**src/rtl/nucleotide_packer_if.sv**
```systemverilog
// Handshake bundle for nucleotide_packer: start/length, base stream in, packed word stream out.
// Counter signals exist only when BASE_COUNT_EN is defined.
interface nucleotide_packer_if #(
    parameter int SEQ_LEN_W = 16,
    parameter int BPW       = 16
);
    localparam int NBW = $clog2(BPW + 1);

    logic                 start;
    logic [SEQ_LEN_W-1:0] seq_len;
    logic [1:0]           base_in;
    logic                 base_valid;
    logic                 base_ready;
    logic [2*BPW-1:0]     word_out;
    logic                 word_valid;
    logic                 word_ready;
    logic                 word_last;
    logic [NBW-1:0]       word_nbases;
    logic                 busy;
    logic                 done;
`ifdef BASE_COUNT_EN
    logic [SEQ_LEN_W-1:0] cnt_a;
    logic [SEQ_LEN_W-1:0] cnt_c;
    logic [SEQ_LEN_W-1:0] cnt_g;
    logic [SEQ_LEN_W-1:0] cnt_t;

    modport master (
        output start, seq_len, base_in, base_valid, word_ready,
        input  base_ready, word_out, word_valid, word_last, word_nbases, busy, done,
        input  cnt_a, cnt_c, cnt_g, cnt_t
    );
    modport slave (
        input  start, seq_len, base_in, base_valid, word_ready,
        output base_ready, word_out, word_valid, word_last, word_nbases, busy, done,
        output cnt_a, cnt_c, cnt_g, cnt_t
    );
`else
    modport master (
        output start, seq_len, base_in, base_valid, word_ready,
        input  base_ready, word_out, word_valid, word_last, word_nbases, busy, done
    );
    modport slave (
        input  start, seq_len, base_in, base_valid, word_ready,
        output base_ready, word_out, word_valid, word_last, word_nbases, busy, done
    );
`endif
endinterface

```
**src/rtl/nucleotide_packer.sv**
```systemverilog
// Packs a fixed-length stream of 2-bit nucleotide codes LSB-first into 2*BPW-bit words.
// Define BASE_COUNT_EN to add per-base composition counters.
//
// state   | meaning
// IDLE    | waiting for start; seq_len=0 start just pulses done
// FILL    | accepting bases into the pack register
// DRAIN   | all bases taken, waiting for the last word handshake
module nucleotide_packer #(
    parameter int SEQ_LEN_W = 16,
    parameter int BPW       = 16
) (
    input  logic              clk,
    input  logic              reset,
    nucleotide_packer_if.slave bus
);
    localparam int WW   = 2 * BPW;
    localparam int NBW  = $clog2(BPW + 1);
    localparam int IDXW = $clog2(BPW);

    typedef enum logic [1:0] {S_IDLE, S_FILL, S_DRAIN} state_t;

    state_t               r_state;
    state_t               w_next;
    logic [SEQ_LEN_W-1:0] r_left;
    logic [IDXW-1:0]      r_idx;
    logic [WW-1:0]        r_pack;
    logic [WW-1:0]        r_word;
    logic                 r_word_valid;
    logic                 r_last;
    logic [NBW-1:0]       r_nbases;
    logic                 r_done;

    logic                 w_start_ok;
    logic                 w_start_zero;
    logic                 w_final;
    logic                 w_full;
    logic                 w_completing;
    logic                 w_base_acc;
    logic                 w_word_acc;
    logic                 w_base_ready;
    logic                 w_busy;
    logic [WW-1:0]        w_base_sh;
    logic [NBW-1:0]       w_nbases;

    assign w_start_ok   = (r_state == S_IDLE) && bus.start && (bus.seq_len != '0);
    assign w_start_zero = (r_state == S_IDLE) && bus.start && (bus.seq_len == '0);
    assign w_final      = (r_left == SEQ_LEN_W'(1));
    assign w_full       = (r_idx == IDXW'(BPW - 1));
    assign w_completing = w_final || w_full;
    assign w_base_acc   = bus.base_valid && w_base_ready;
    assign w_word_acc   = r_word_valid && bus.word_ready;
    assign w_base_sh    = {{(WW-2){1'b0}}, bus.base_in} << {r_idx, 1'b0};
    assign w_nbases     = NBW'(r_idx) + NBW'(1);

    always_ff @(posedge clk) begin
        if (reset) r_state <= S_IDLE;
        else       r_state <= w_next;
    end

    always_comb begin
        w_next = r_state;
        case (r_state)
            S_IDLE:  if (w_start_ok)               w_next = S_FILL;
            S_FILL:  if (w_base_acc && w_final)    w_next = S_DRAIN;
            S_DRAIN: if (w_word_acc && r_last)     w_next = S_IDLE;
            default:                               w_next = S_IDLE;
        endcase
    end

    // A completing base may only land if the output register is empty or emptying this edge.
    always_comb begin
        w_base_ready = 1'b0;
        w_busy       = 1'b0;
        if (r_state == S_FILL)
            w_base_ready = !w_completing || !r_word_valid || bus.word_ready;
        if (r_state != S_IDLE)
            w_busy = 1'b1;
    end

    always_ff @(posedge clk) begin
        if (reset) begin
            r_left       <= '0;
            r_idx        <= '0;
            r_pack       <= '0;
            r_word       <= '0;
            r_word_valid <= 1'b0;
            r_last       <= 1'b0;
            r_nbases     <= '0;
            r_done       <= 1'b0;
        end else begin
            r_done <= w_start_zero || ((r_state == S_DRAIN) && w_word_acc && r_last);
            if (w_start_ok) begin
                r_left <= bus.seq_len;
                r_idx  <= '0;
                r_pack <= '0;
            end
            if (w_word_acc)
                r_word_valid <= 1'b0;
            if (w_base_acc) begin
                r_left <= r_left - SEQ_LEN_W'(1);
                if (w_completing) begin
                    r_word       <= r_pack | w_base_sh;
                    r_nbases     <= w_nbases;
                    r_last       <= w_final;
                    r_word_valid <= 1'b1;
                    r_pack       <= '0;
                    r_idx        <= '0;
                end else begin
                    r_pack <= r_pack | w_base_sh;
                    r_idx  <= r_idx + IDXW'(1);
                end
            end
        end
    end

    assign bus.base_ready  = w_base_ready;
    assign bus.busy        = w_busy;
    assign bus.done        = r_done;
    assign bus.word_out    = r_word;
    assign bus.word_valid  = r_word_valid;
    assign bus.word_last   = r_last;
    assign bus.word_nbases = r_nbases;

`ifdef BASE_COUNT_EN
    logic [SEQ_LEN_W-1:0] r_cnt [4];

    always_ff @(posedge clk) begin
        if (reset || ((r_state == S_IDLE) && bus.start)) begin
            for (int i = 0; i < 4; i++) r_cnt[i] <= '0;
        end else if (w_base_acc) begin
            r_cnt[bus.base_in] <= r_cnt[bus.base_in] + SEQ_LEN_W'(1);
        end
    end

    assign bus.cnt_a = r_cnt[0];
    assign bus.cnt_c = r_cnt[1];
    assign bus.cnt_g = r_cnt[2];
    assign bus.cnt_t = r_cnt[3];
`endif
endmodule
```
**src/flat_wrapper.sv**
```systemverilog
// flat-port wrapper written by rule: the top's interface ports become plain ports
module nucleotide_packer_flat 
#(
    parameter int SEQ_LEN_W = 16,
    parameter int BPW       = 16
)
  (clk, reset, bus_start, bus_seq_len, bus_base_in, bus_base_valid, bus_word_ready, bus_base_ready, bus_word_out, bus_word_valid, bus_word_last, bus_word_nbases, bus_busy, bus_done);
  nucleotide_packer_if #(.SEQ_LEN_W(SEQ_LEN_W), .BPW(BPW)) bus_i ();
  input  logic clk;
  input  logic reset;
  input wire logic [$bits(bus_i.start)-1:0] bus_start;
  input wire logic [$bits(bus_i.seq_len)-1:0] bus_seq_len;
  input wire logic [$bits(bus_i.base_in)-1:0] bus_base_in;
  input wire logic [$bits(bus_i.base_valid)-1:0] bus_base_valid;
  input wire logic [$bits(bus_i.word_ready)-1:0] bus_word_ready;
  output wire logic [$bits(bus_i.base_ready)-1:0] bus_base_ready;
  output wire logic [$bits(bus_i.word_out)-1:0] bus_word_out;
  output wire logic [$bits(bus_i.word_valid)-1:0] bus_word_valid;
  output wire logic [$bits(bus_i.word_last)-1:0] bus_word_last;
  output wire logic [$bits(bus_i.word_nbases)-1:0] bus_word_nbases;
  output wire logic [$bits(bus_i.busy)-1:0] bus_busy;
  output wire logic [$bits(bus_i.done)-1:0] bus_done;
  assign bus_i.start = bus_start;
  assign bus_i.seq_len = bus_seq_len;
  assign bus_i.base_in = bus_base_in;
  assign bus_i.base_valid = bus_base_valid;
  assign bus_i.word_ready = bus_word_ready;
  assign bus_base_ready = bus_i.base_ready;
  assign bus_word_out = bus_i.word_out;
  assign bus_word_valid = bus_i.word_valid;
  assign bus_word_last = bus_i.word_last;
  assign bus_word_nbases = bus_i.word_nbases;
  assign bus_busy = bus_i.busy;
  assign bus_done = bus_i.done;
  nucleotide_packer #(.SEQ_LEN_W(SEQ_LEN_W), .BPW(BPW)) u_core (.clk(clk), .reset(reset), .bus(bus_i));
endmodule
```
**config.mk**
```make
export PLATFORM = sky130hd
export DESIGN_NAME = nucleotide_packer_flat
export DESIGN_NICKNAME = d
export VERILOG_FILES = /design/src/rtl/nucleotide_packer_if.sv /design/src/rtl/nucleotide_packer.sv /design/src/flat_wrapper.sv
export SDC_FILE = /design/constraint.sdc
export NUM_CORES = 1
export LEC_CHECK = 0
export CAP_MARGIN = 20
export CELL_PAD_IN_SITES_DETAIL_PLACEMENT = 1
export CELL_PAD_IN_SITES_GLOBAL_PLACEMENT = 1
export CORE_MARGIN = 4
export CORE_UTILIZATION = 35
export CTS_CLUSTER_SIZE = 25
export DETAILED_ROUTE_END_ITERATION = 8
export MAX_ROUTING_LAYER = met4
export PLACE_DENSITY = 0.78
export SLEW_MARGIN = 10
export SYNTH_ARGS = -nofsm -noshare
export SYNTH_HDL_FRONTEND = slang
export SYNTH_SLANG_ARGS = --single-unit
```
**constraint.sdc**
```tcl
create_clock -name clk -period 1.75 [get_ports clk]
set_input_delay 0.525 -clock clk [delete_from_list [all_inputs] [get_ports clk]]
set_output_delay 0.525 -clock clk [all_outputs]
set_load 0.03 [all_outputs]
```
==> flow_metrics.tcl, run 1 <==
# place-and-route summary
set metrics [dict create \
    result_of_the_run "finished, violations left" \
    violations "setup timing" \
    finalWirelength_um 20300 \
    nNetsFinal 667 \
    syn-num-nets 484 \
    clock_edge_transition_at_the_registers_on_the_reported_setup_and_hold_paths_ps 70 \
    antenna_violating_nets_post_route 0 \
    synth_stat.cells 458 \
    post_cts_hold_buffer_count 0 \
    register_area_um2 1890 \
    timing.critical_path.from_type "flip-flop" \
    rsz0062_at_grt "true" \
    grt_max_degree 47 \
    relSlewSlack_pct 52.0 \
    timing.hold.worst.class "in2reg" \
    total_leakage_power_nw 2.84 \
    cts.root.buffer_cell "sky130_fd_sc_hd__clkbuf_16" \
    crit_buf_inv 6 \
    antenna_violations_before_repair 0 \
    crit_fanout 6 \
    routabilityCongestion 1.00 \
    critPathMostFrequentCell "sky130_fd_sc_hd__buf_6" \
    setup_ws_ps -511 \
    numPlacedInstances 731 \
    max_transition_viols_final 0 \
    max-vdd-ir-drop_mv 0.539 \
    finClkSkew_ps 9.03 \
    cp_slowest_cell "sky130_fd_sc_hd__dfxtp_2" \
    cts_num_sinks 94 \
    synth.cell_area_um2 4060 \
    fill_cells 1214 \
    synth.yosys.chip_area_um2 4060 \
    synthesis.instances 458 \
    post_synth_num_cell_types 56 \
    post-dp-hpwl_um 10300 \
    required_ps 1980 \
    cts_buffers 9 \
    via_per_inst 5.99 \
    grt_pass1_vias 4912 \
    cts-root-to-sink-buffers 2 \
    period_used_pct 129 \
    syn_avg_cell_area_um2 8.87 \
    final_hold_violating_endpoints 0 \
    critPathCaptureType "flip-flop" \
    final_layout_size_suffix_gt1_share_pct 48.9 \
    grt_use_total_pct 27.2 \
    initialDrtViolationCount 316 \
    detailed_route_via_count 4727 \
    die-area_um2 13400 \
    combGateArea_um2 2970 \
    worst_pin_slew_ps 720 \
    ys_async_sr_fraction_pct 0 \
    cellPowerDensity_nw_per_um2 779 \
    layout_min_cycle_time_ps 2260 \
    area_delta_synth_final_pct 78.4 \
    drcViolationCount 0 \
    clock.fmax_ghz 0.442 \
    setup_viol_count_final 92 \
    average_wire_length_per_cell_after_detail_routing_um 25.8 \
    critPathKind "reg2reg" \
    largest_stage_delay_worst_path_ps 320 \
    timing.critical_path.arrival_ps 2490 \
    crit_chain "inv_2 > ha_4 > nor4b_4 > nand4_1 > buf_6 > buf_4 > buf_6 > a21oi_4 > buf_6 > buf_12 > mux2i_2 > nor2_1" \
    ys_seq_share_pct 46.3 \
    grt_overflow 0 \
    cts_max_level 3 \
    synth-main-ff-cell "sky130_fd_sc_hd__dfxtp_1" \
    maxCapViolCount 0 \
    tool_warnings 30 \
    synthesis.yosys.warnings 0 \
    antennaDiodeCount 0 \
    worstSkewPairLatency_ps 350 \
    fp_util_pct 35.7 \
    tritoncts "yes" \
    edf_count 0 \
    grt_pass1_wl_um 27000 \
    critical_path.top_delay_family "buffers and inverters" \
    drt-pass1-iter-count 5 \
    numSynthFlops 94 \
]
==> run 1: routing by layer <==
metal  global-route usage, %  wire length (um)  up-vias
met4                    13.8               975        0
met5                       -                 0        -
met1                    30.2              7640     2326
met2                    47.0             10700      233
li1                        -                 -     2088
met3                    4.60               997       80
==> run 1: cell usage in the layout (no fill, tap or decap), drive strengths merged, types with 3 or more instances in the layout <==
master and instances:
nor2b 5, buf 143, a211oi 35, nand4 3, a21oi 52, nand2b 6, nor4 8, clkdlybuf4s50 3
or4 6, a22o 8, or3 3, o211ai 6, nor3 9, a2bb2oi 3, and2 8, nand2 28
o21ai 5, o2bb2ai 24, o311ai 4, dlygate4sd2 42, a32oi 3, clkbuf 22, nor2 55, a31oi 11
inv 7, ha 3, or2 3, dfxtp 94, nand3 15
==> run 1: layout make-up <==
type	instances	area share (%)
Multi-Input combinational cell	330	41.0
Inverter	5	0.259
Sequential cell	94	26.1
Timing Repair Buffer	201	26.0
Clock inverter	5	0.760
Clock buffer	11	3.35
Tap cell	143	2.47
==> run 1: metrics by stage <==
step / setup WS [ps] / hold slack, ps / power [mW] / area (um2) / TNS, ps
final: -511 / 448 / 5.65 / 7250 / -33360
after global routing: -596 / 471 / 5.82 / 7250 / -40270
after CTS: -553 / 467 / 5.41 / 6560 / -22520
after detailed placement: -764 / 447 / 3.20 / 5610 / -58360
after global placement: -728 / 446 / 3.19 / 5610 / -52180
after floorplan: -61.8 / 433 / 2.73 / 4230 / -606
==> run 1: worst paths after layout <==
kind                            cells past startpoint  slack [ps]                   endpoint              from
worst max-delay path                               12        -510  u_core.bus.word_nbases[1]  u_core.r_left[1]
worst max register to register                     12        -510  u_core.bus.word_nbases[1]  u_core.r_left[1]
worst min-delay path                                3         450          u_core.r_left[11]   bus_seq_len[11]
worst min register to register                      1         470           u_core.r_pack[7]  u_core.r_pack[7]
==> run 1: synth_stat cells, types with 8 or more instances <==
master	count	area share, %
sky130_fd_sc_hd__o2bb2ai_1	24	5.2
sky130_fd_sc_hd__a22o_1	8	1.7
sky130_fd_sc_hd__clkbuf_1	16	1.5
sky130_fd_sc_hd__nand3_1	15	1.8
sky130_fd_sc_hd__buf_2	10	1.2
sky130_fd_sc_hd__nor3_1	9	1.1
sky130_fd_sc_hd__dfxtp_1	94	46
sky130_fd_sc_hd__nor2_1	54	5.0
sky130_fd_sc_hd__nand2_1	28	2.6
sky130_fd_sc_hd__and2_1	8	1.2
sky130_fd_sc_hd__a21oi_1	51	6.3
sky130_fd_sc_hd__a211oi_1	35	6.5
sky130_fd_sc_hd__a31oi_1	11	1.7
==> run 1: timing repair <==
action,in CTS,in global routing
setup buffers,22,15
pin swaps,59,48
endpoints found under the setup margin,132,93
gates resized,149,157
gates cloned,9,2
==> run 1: logic make-up after synthesis <==
| group | share of synthesized area (%) |
|---|---|
| buffers and inverters | 3.54 |
| adder cells (fa/ha/maj) | 0.924 |
| AND-OR/OR-AND | 27.7 |
| AND/OR/NAND/NOR | 20.5 |
| XOR/XNOR | 0.431 |
| flip-flops | 46.3 |
| multiplexers | 0.524 |
==> run 1: power breakdown <==
group / switching (mW) / internal, mW
combinational: 0.689 / 0.634
clock: 0.929 / 1.15
sequential: 0.0522 / 2.19
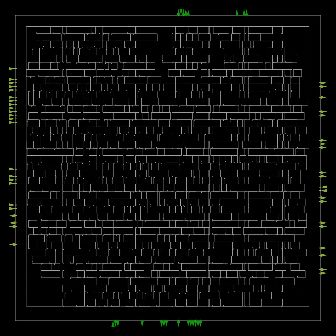
Fig. 1. Cell placement (run 1).
Core Rows: 39
Post-Route Utilization: 63.8%
final instance count without filler cells: 789
standard cell core area: 11400 um2
sequential cell count of the final layout: 94

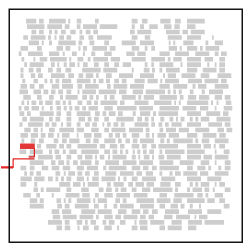
Fig. 2. Nets reached from selected ports (run 1).
(2 px per um)
red -> bus_done  # bits 1, direction output, edge left, end cells 1, buffers 1, wire 23.2 um
total of buffers placed on input and output ports: 64
top-level port count: 65

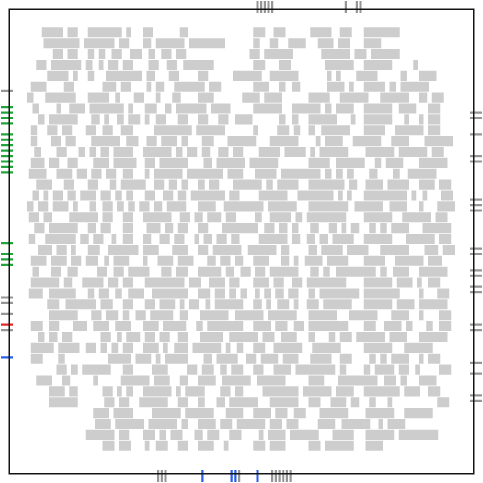
Fig. 3. Ports around the boundary (run 1).
(4 px per um) Pins as bars across the die edge, other pins in grey.
red -> bus_done  # pins 1, direction output, edge left
blue -> bus_word_nbases  # pins 5, direction output, edge 4 bottom, 1 left
green -> bus_seq_len  # pins 16, direction input, edge left
die boundary width: 116 um
die boundary height: 116 um

==> run 2, diff against run 1 <==
--- a/config.mk
+++ b/config.mk
@@ -5,7 +5,6 @@
 export SDC_FILE = /design/constraint.sdc
 export NUM_CORES = 1
 export LEC_CHECK = 0
-export CAP_MARGIN = 20
 export CELL_PAD_IN_SITES_DETAIL_PLACEMENT = 1
 export CELL_PAD_IN_SITES_GLOBAL_PLACEMENT = 1
 export CORE_MARGIN = 4
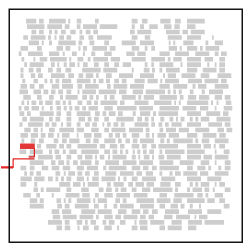
Fig. 4. Nets reached from selected ports (run 2).
(2 px per um)

==> run 2 against run 1 <==
Effect of this change: the flow still finishes with violations (setup timing); total power did not move; highest routed layer unchanged; critical endpoint unchanged; combinational power barely moved; die area did not move; hold slack did not move.
==> flow_metrics.tcl, run 2 <==
# place-and-route summary
set metrics [dict create \
    setup_ws_ps -511 \
    port_buffers 64 \
    hold_slack_ps 448 \
    maxCapViolCount 0 \
    cts.root.buffer_cell "sky130_fd_sc_hd__clkbuf_16" \
    timing.critical_path.arrival_ps 2490 \
    antenna_violating_nets_post_route 0 \
    initialDrtViolationCount 316 \
    post_synth_num_cell_types 56 \
    relSlewSlack_pct 52.0 \
    yosys.area_share.simple_pct 20.5 \
    muxShareOfSynthArea_pct 0.524 \
    post_synth_xor_area_fraction_pct 0.431 \
    lay_top_count "sky130_fd_sc_hd__buf_4" \
    synthesis.instances 458 \
    place_area_um2 5610 \
    synthMostInstantiatedCell "sky130_fd_sc_hd__dfxtp_1" \
    crit_fanout 6 \
    grt_max_degree 47 \
    grt_use_total_pct 27.2 \
    result_of_the_run "finished, violations left" \
    die_w_um 116 \
    critPathMostFrequentCell "sky130_fd_sc_hd__buf_6" \
    clock_edge_transition_at_the_registers_on_the_reported_setup_and_hold_paths_ps 70 \
    timing.rr.end "u_core.bus.word_nbases[1]" \
    timing.hold.worst.class "in2reg" \
    via_per_inst 5.99 \
    largest_stage_delay_worst_path_ps 320 \
    grt_pass1_vias 4912 \
    setup_viol_count_final 92 \
    finClkSkew_ps 9.03 \
    setup_total_negative_slack_ps -33360 \
    critPathKind "reg2reg" \
    violations "setup timing" \
    topCellsByArea "sky130_fd_sc_hd__dfxtp_1 (46%), sky130_fd_sc_hd__a211oi_1 (6.5%), sky130_fd_sc_hd__a21oi_1 (6.3%)" \
    max-vdd-ir-drop_mv 0.539 \
]
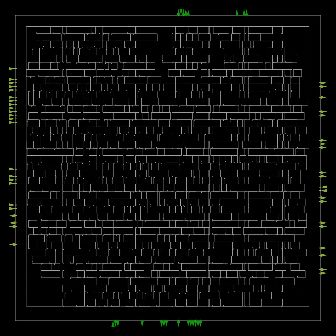
Fig. 5. Cell placement (run 2).
register share of the cell area: 26.1%
layout filler cell count: 1214
Taps Inserted: 143

==> run 2: cell counts after synthesis <==
Identical to the previous run, type by type.
==> run 2: layout make-up <==
type	count	area, um2
Tap cell	143	179
Multi-Input combinational cell	330	2970
Inverter	5	18.8
Fill cell	1214	4120
Clock inverter	5	55.1
Sequential cell	94	1890
Clock buffer	11	243
Timing Repair Buffer	201	1890
==> run 2: cell families (layout without fill, tap and decap cells) <==
logic type                 count (synthesis)  after routing
adders and majority gates                  3              3
buffers and inverters                     34            222
and+or+nand+nor                          161            161
DFF                                       94             94
muxes                                      2              2
AOI/OAI and AO/OA                        162            162
xor gates and xnor gates                   2              2
==> run 2: worst min-delay path by stage <==
stage,from,cells after the start,end
floorplan,u_core.r_pack[0],1,u_core.r_pack[0]
global placement,u_core.r_pack[17],1,u_core.r_pack[17]
detailed placement,u_core.r_pack[21],1,u_core.r_pack[21]
CTS,u_core.r_pack[22],1,u_core.r_pack[22]
global route,bus_seq_len[11],3,u_core.r_left[11]
finish,bus_seq_len[11],3,u_core.r_left[11]
==> run 2: routing by layer <==
layer	track usage, %	wire (um)
met1	30.2	7640
met2	47.0	10700
met3	4.60	997
met4	13.8	975
met5	-	0
==> run 2: stage by stage <==
step | worst slack (ps) | instances
floorplan | -61.8 | 458
global placement | -728 | 731
detailed placement | -764 | 731
CTS | -553 | 778
global route | -596 | 789
finish | -511 | 789
==> run 2: worst max-delay path, delay by kind of cell (launching register included) <==
family          cells  cell delay (ps)
fa+ha+maj           1              140
buf+inv             6              770
mux                 1              260
simple gates        3              450
compound gates      1              200
flops               1              320
==> run 2: where the power goes <==
group / leakage (nW) / switching (mW) / internal [mW]
logic: 1.92 / 0.689 / 0.634
registers: 0.763 / 0.0522 / 2.19
clock network: 0.150 / 0.929 / 1.15
total: 2.84 / 1.67 / 3.98
==> run 2: what timing repair did <==
item | in CTS | in global routing
cloned | 9 | 2
hold endpoints to repair | 0 | 0
resized | 149 | 157
endpoints found under the setup margin | 132 | 93
pin swaps | 59 | 48
buffers inserted | 22 | 15
Fig. 6: run 2, wiring by layer
(4 px per um) Only two layers are drawn.
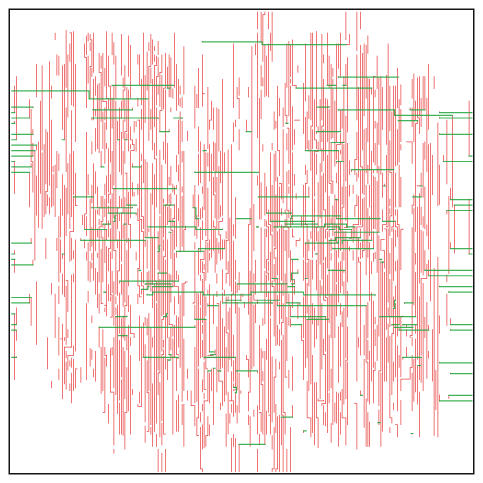

==> run 3, diff against run 2 <==
--- a/config.mk
+++ b/config.mk
@@ -12,7 +12,7 @@
 export CTS_CLUSTER_SIZE = 25
 export DETAILED_ROUTE_END_ITERATION = 8
 export MAX_ROUTING_LAYER = met4
-export PLACE_DENSITY = 0.78
+export PLACE_DENSITY_LB_ADDON = 0.1
 export SLEW_MARGIN = 10
 export SYNTH_ARGS = -nofsm -noshare
 export SYNTH_HDL_FRONTEND = slang
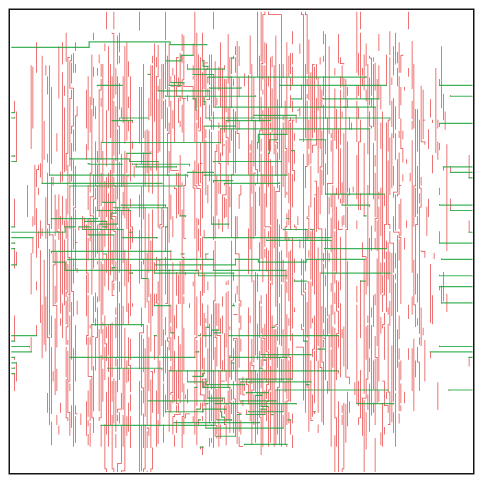
Fig. 7. Wiring by layer (run 3).
(4 px per um) Only two layers are drawn.
green -> M3  # wire length 1700 um
red -> M2  # wire length 11000 um

==> run 3 against run 2 <==
Effect of this change: the run still ends with setup timing left; die area is the same; final cell count grew 0.25%; design area grew 3.8%; total power grew 4.6%; register-to-register slack lost 97 ps; non-clock buffer count grew 2; clock skew grew 3.4 ps; count of clock-buffer cells in the layout is the same; first-iteration DRC count grew 56%; largest cell class unchanged; highest routed layer unchanged.
==> flow_metrics.tcl, run 3 <==
# place-and-route summary
set metrics [dict create \
    cts_num_sinks 94 \
    clock_edge_transition_at_the_registers_on_the_reported_setup_and_hold_paths_ps 80 \
    synth-main-ff-cell "sky130_fd_sc_hd__dfxtp_1" \
    antenna_violations_before_repair 0 \
    initialDrtViolationCount 493 \
    layout_min_cycle_time_ps 2360 \
    crit_chain "inv_2 > buf_4 > buf_4 > buf_4 > buf_4 > buf_4 > buf_4 > buf_6 > ha_4 > nand3_4 > or4_4 > or3_4 > a31oi_1" \
    routabilityCongestion 0.817 \
    min_path_cells 1 \
    synthesis.instances 458 \
    clock.fmax_ghz 0.424 \
    max-vdd-ir-drop_mv 0.536 \
    synthMostInstantiatedCell "sky130_fd_sc_hd__dfxtp_1" \
    cts_max_level 3 \
    total_leakage_power_nw 2.91 \
    cts.root.buffer_cell "sky130_fd_sc_hd__clkbuf_16" \
    synthTopCellsByCount "sky130_fd_sc_hd__dfxtp_1 (94), sky130_fd_sc_hd__nor2_1 (54), sky130_fd_sc_hd__a21oi_1 (51)" \
    nNetsFinal 669 \
    grt_max_degree 39 \
    setup_viol_count_final 94 \
    timing.rr.start "u_core.r_left[1]" \
    required_ps 2020 \
    combGateArea_um2 3080 \
    final_hold_violating_endpoints 0 \
    edf_count 0 \
    fill_cells 1163 \
    final_layout_size_suffix_gt1_share_pct 47.8 \
    worstSkewPairLatency_ps 350 \
    cp_slowest_cell "sky130_fd_sc_hd__or4_4" \
    synth_stat.cells 458 \
    post-synth-top-area-cell "sky130_fd_sc_hd__dfxtp_1" \
    critPathMostFrequentCell "sky130_fd_sc_hd__buf_4" \
    antennaDiodeCount 0 \
    timing.hold.worst.start "u_core.r_pack[17]" \
    max_transition_viols_final 0 \
    die_w_um 116 \
    setup_ws_ps -608 \
    cellPowerDensity_nw_per_um2 784 \
    critical_path.top_delay_family "simple AND/OR/NAND/NOR gates" \
    placement.setup.worst_slack_ps -750 \
    lay_top_cells "sky130_fd_sc_hd__dfxtp_1 (87), sky130_fd_sc_hd__buf_4 (84), sky130_fd_sc_hd__dlygate4sd2_1 (43)" \
    cts-root-to-sink-buffers 2 \
    violations "setup timing" \
    finalWirelength_um 22800 \
    relSlewSlack_pct 59.0 \
    grt_overflow 0 \
    post_synth_num_cell_types 56 \
    ys_async_sr_fraction_pct 0 \
    timing.hold.worst.class "reg2reg" \
    average_wire_length_per_cell_after_detail_routing_um 28.9 \
    finClkSkew_ps 12.4 \
    synthesis.yosys.warnings 0 \
    antenna_violating_nets_post_route 0 \
    timing.critical_path.arrival_ps 2620 \
    syn_avg_cell_area_um2 8.87 \
    core.rowCount 39 \
    fp_util_pct 35.7 \
    grt_pass1_wl_um 28600 \
    post-dp-hpwl_um 9960 \
    stdcell_count 791 \
    timing.rr.end "u_core.r_left[14]" \
    numSynthFlops 94 \
    worst_hold_path_ep "u_core.r_pack[17]" \
    tritoncts "yes" \
    ys_seq_share_pct 46.3 \
    reg2reg_depth 13 \
    r2r_setup_slack_ps -610 \
    worst_pin_slew_ps 613 \
    result_of_the_run "finished, violations left" \
    largest_stage_delay_worst_path_ps 430 \
    critPathKind "reg2reg" \
    register_area_um2 1890 \
    maxCapViolCount 0 \
]
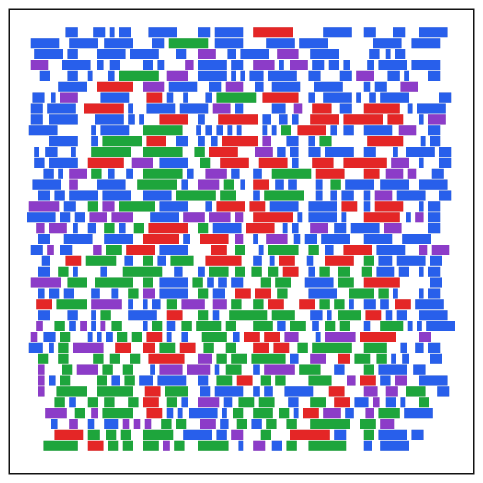
Fig. 8. Sizing map (run 3).
(4 px per um)
purple -> x2  # cells 86, share 13%
green -> x3 and x4  # cells 150, share 23%
blue -> x1 and smaller  # cells 338, share 52%
red -> x6 and larger  # cells 74, share 11%
final design instance area without fill: 7520 um2
Area Overhead vs Synth: 85.2%
Final Worst Setup Slack: -608 ps
Non-clk bufs: 203

## run 3: cell count changes in the layout (fill, tap and decap cells not counted), moves of 6 or more
cell,change
sky130_fd_sc_hd__a211oi_1,+15
sky130_fd_sc_hd__a211oi_2,-15
sky130_fd_sc_hd__buf_2,+7
sky130_fd_sc_hd__buf_4,-16
sky130_fd_sc_hd__buf_6,+11
sky130_fd_sc_hd__clkbuf_2,-6
sky130_fd_sc_hd__nor2_1,+8
sky130_fd_sc_hd__nor2_4,-10
sky130_fd_sc_hd__o2bb2ai_2,-6
sky130_fd_sc_hd__o2bb2ai_4,+7
## run 3: through the flow
step / utilization (%) / TNS, ps / instance area (um2) / hold slack, ps
after floorplan: - / -606 / 4230 / 433
after global placement: 48.8 / -51020 / 5550 / 445
after detailed placement: 48.8 / -55650 / 5550 / 449
after CTS: 59.8 / -26520 / 6800 / 469
after global routing: 66.2 / -39730 / 7520 / 503
final: 66.2 / -34740 / 7520 / 487
## run 3: worst max path at each step
| stage | depth (start not counted) | endpoint | slack, ps | start |
|---|---|---|---|---|
| final | 13 | u_core.r_left[14] | -610 | u_core.r_left[1] |
| after CTS | 8 | bus_base_ready | -540 | u_core.r_left[1] |
| after detailed placement | 6 | u_core.r_left[13] | -750 | bus_seq_len[11] |
| after global routing | 7 | bus_base_ready | -660 | u_core.r_left[9] |
| after global placement | 6 | u_core.r_left[15] | -780 | bus_base_valid |
| after floorplan | 5 | u_core.r_left[14] | -60 | u_core.r_left[10] |
## run 3: final cells by class
| type | count | area share (%) |
|---|---|---|
| clock buffers | 11 | 3.36 |
| clock inverters | 5 | 0.848 |
| inverters | 5 | 0.299 |
| multi-input cells | 330 | 40.9 |
| flip-flops and latches | 94 | 25.2 |
| well taps | 143 | 2.38 |
| repair buffers | 203 | 27.1 |
## run 3: per-layer routing
layer | GRT usage, % | vias up | wire, um
li1 | - | 2106 | -
met1 | 37.7 | 2496 | 9360
met2 | 46.4 | 277 | 11000
met3 | 4.28 | 63 | 1700
met4 | 10.4 | 0 | 758
met5 | - | - | 0
## run 3: report_power, final
group,internal (mW),leakage [nW],switching [mW]
clock network,1.20,0.153,0.956
registers,2.19,0.763,0.0620
logic,0.671,2.00,0.820
## run 3: kinds of logic (layout without fill, tap and decap cells)
family	count (synthesis)	after routing	share of synthesized area, %
buffers and inverters	34	224	3.54
adder cells (fa/ha/maj)	3	3	0.924
multiplexers	2	2	0.524
flip-flops	94	94	46.3
AND-OR/OR-AND	162	162	27.7
AND/OR/NAND/NOR	161	161	20.5
XOR/XNOR	2	2	0.431
## run 3: timing repair
action,in CTS,in global routing
endpoints found under the setup margin,133,96
gates resized,181,135
pin swaps,62,63
setup buffers,34,14
gates cloned,13,2
Power and IR drop assume default switching activity.
